Design rf_mp, sky130hd; sources not shown.
==> images/power_grid.png <==
Bar = 100 µm. Pins as bars on the die edge. Tap cells in gray.
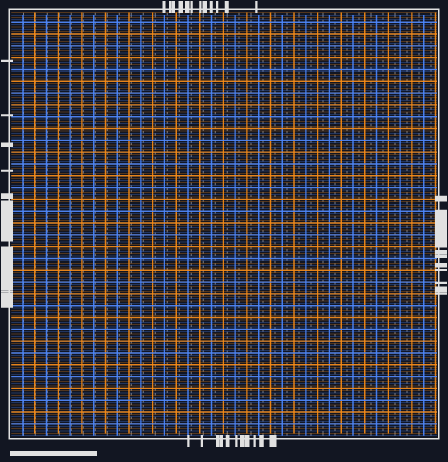
| color | net |
|---|---|
| orange | VDD |
| blue | VSS |
met5 straps: 35
signal pins: 192
Core Area: 0.239 mm²
chip width: 493 µm
die height: 493 µm
maximum vdd drop: 100 µV

==> images/placement_by_type.png <==
Bar = 100 µm.
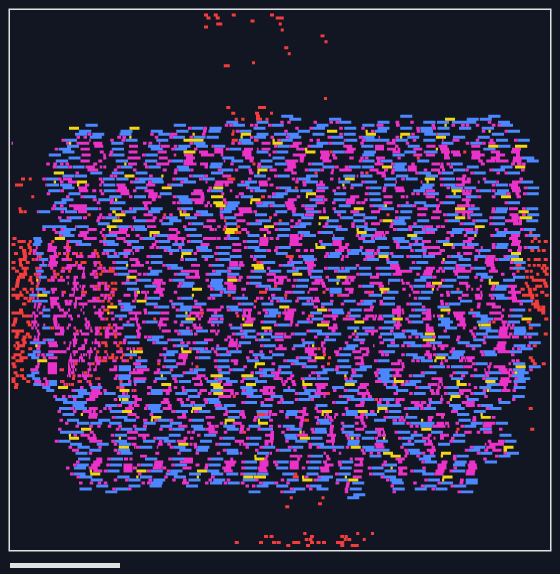
| color | class | cells | share of their area |
|---|---|---|---|
| blue | sequential cells | 1,055 | 48% |
| yellow | clock drivers and dummy loads | 223 | 5.8% |
| red | remaining buffers and delay cells | 399 | 5.4% |
| magenta | combinational and other logic | 2,437 | 41% |
flop share of the area: 45.1%
final core utilization: 29.1%
finished layout cell area: 0.0695 mm²
row count: 179

==> images/clk_routes.png <==
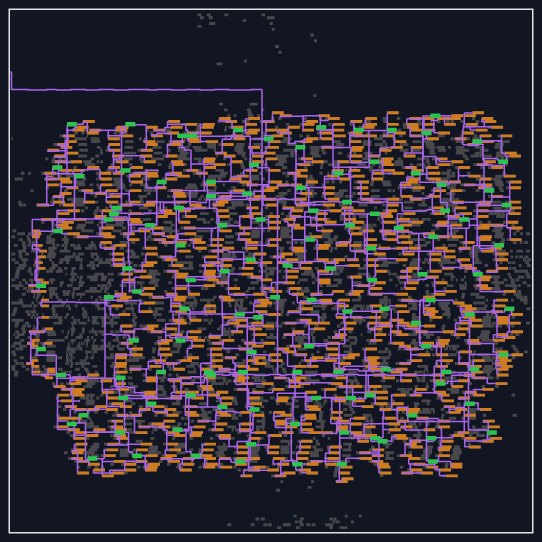
[green] clock drivers | count: 119
[orange] flip-flops | count: 1,055
[purple] clock wires | length: 16,700 µm
routed clock nets: 120
Latency at later pin: 0.77 ns
Layout Skew: 0 ns

==> images/wires.png <==
Bar = 100 µm. Only two layers are drawn.
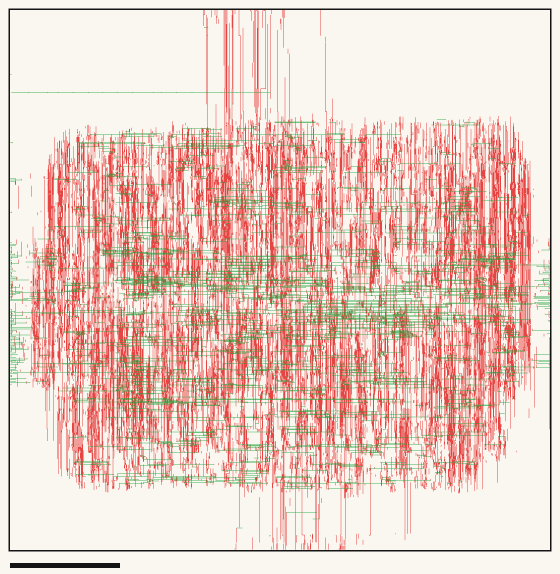
| color | layer | wire length |
|---|---|---|
| red | metal 2 | 129 mm |
| green | metal 3 | 27.9 mm |
via count: 45,200
Overall Global Routing Usage: 23.7%
wire per inst: 40.6 µm

==> results.json <==
{
  "slew_viol_final": 0,
  "yosys_cells": 4084,
  "status": "finished, final reports clean",
  "ys_top_cells_by_count": "1,024 x edfxtp_1, 971 x a22o_1, 466 x mux4_2, 441 x clkbuf_1, 194 x mux2i_1",
  "tightest_slew_ns": 1.15,
  "ys_ff": 1055,
  "hold_ws_ns": 0.553,
  "warning_count": 33,
  "cp_cell_sequence": "buf_2 > buf_4 > and2_1 > buf_4 > a22oi_1 > a31oi_1 > clkdlybuf4s50_1",
  "path_buffers": 4,
  "sh_comb_area_pct": 38.5,
  "comb_area_mm2": 0.0268,
  "async_reset_ff_share_pct": 0,
  "xor_area_share_pct": 0,
  "buffers": 399,
  "r2r_slack_ns": 11.59,
  "startpoint_type": "input port",
  "diodes": 2,
  "crit_family": "buffers and inverters",
  "crit_path_max_fanout": 21,
  "p_switching_mw": 2.66,
  "largest_cell_class": "flip-flops and latches",
  "fp_util_pct": 25.2,
  "end_kind": "primary output",
  "p_int_mw": 6.64,
  "avgSynthCellArea_um2": 14.7,
  "clock_net_power_mw": 3.62,
  "tns_ns": 0,
  "finalSetupViolations": 0,
  "top_power_group": "sequential cells",
  "place_inst": 7058,
  "finalCritPeriodShare_pct": 65.2,
  "clk_pin_slew_ns": 0.06,
  "worstPathRequired_ns": 10.61,
  "largest_reg_flops": 1024,
  "p_comb_share_pct": 15.6,
  "edf_count": 1024,
  "synth.cellmix.adderShare_pct": 0,
  "drt_iter0_drc": 5999,
  "layout.cells.most_common_list": "1,024 x edfxtp_1, 971 x a22o_1, 466 x mux4_2, 206 x buf_4, 194 x mux2i_1"
}
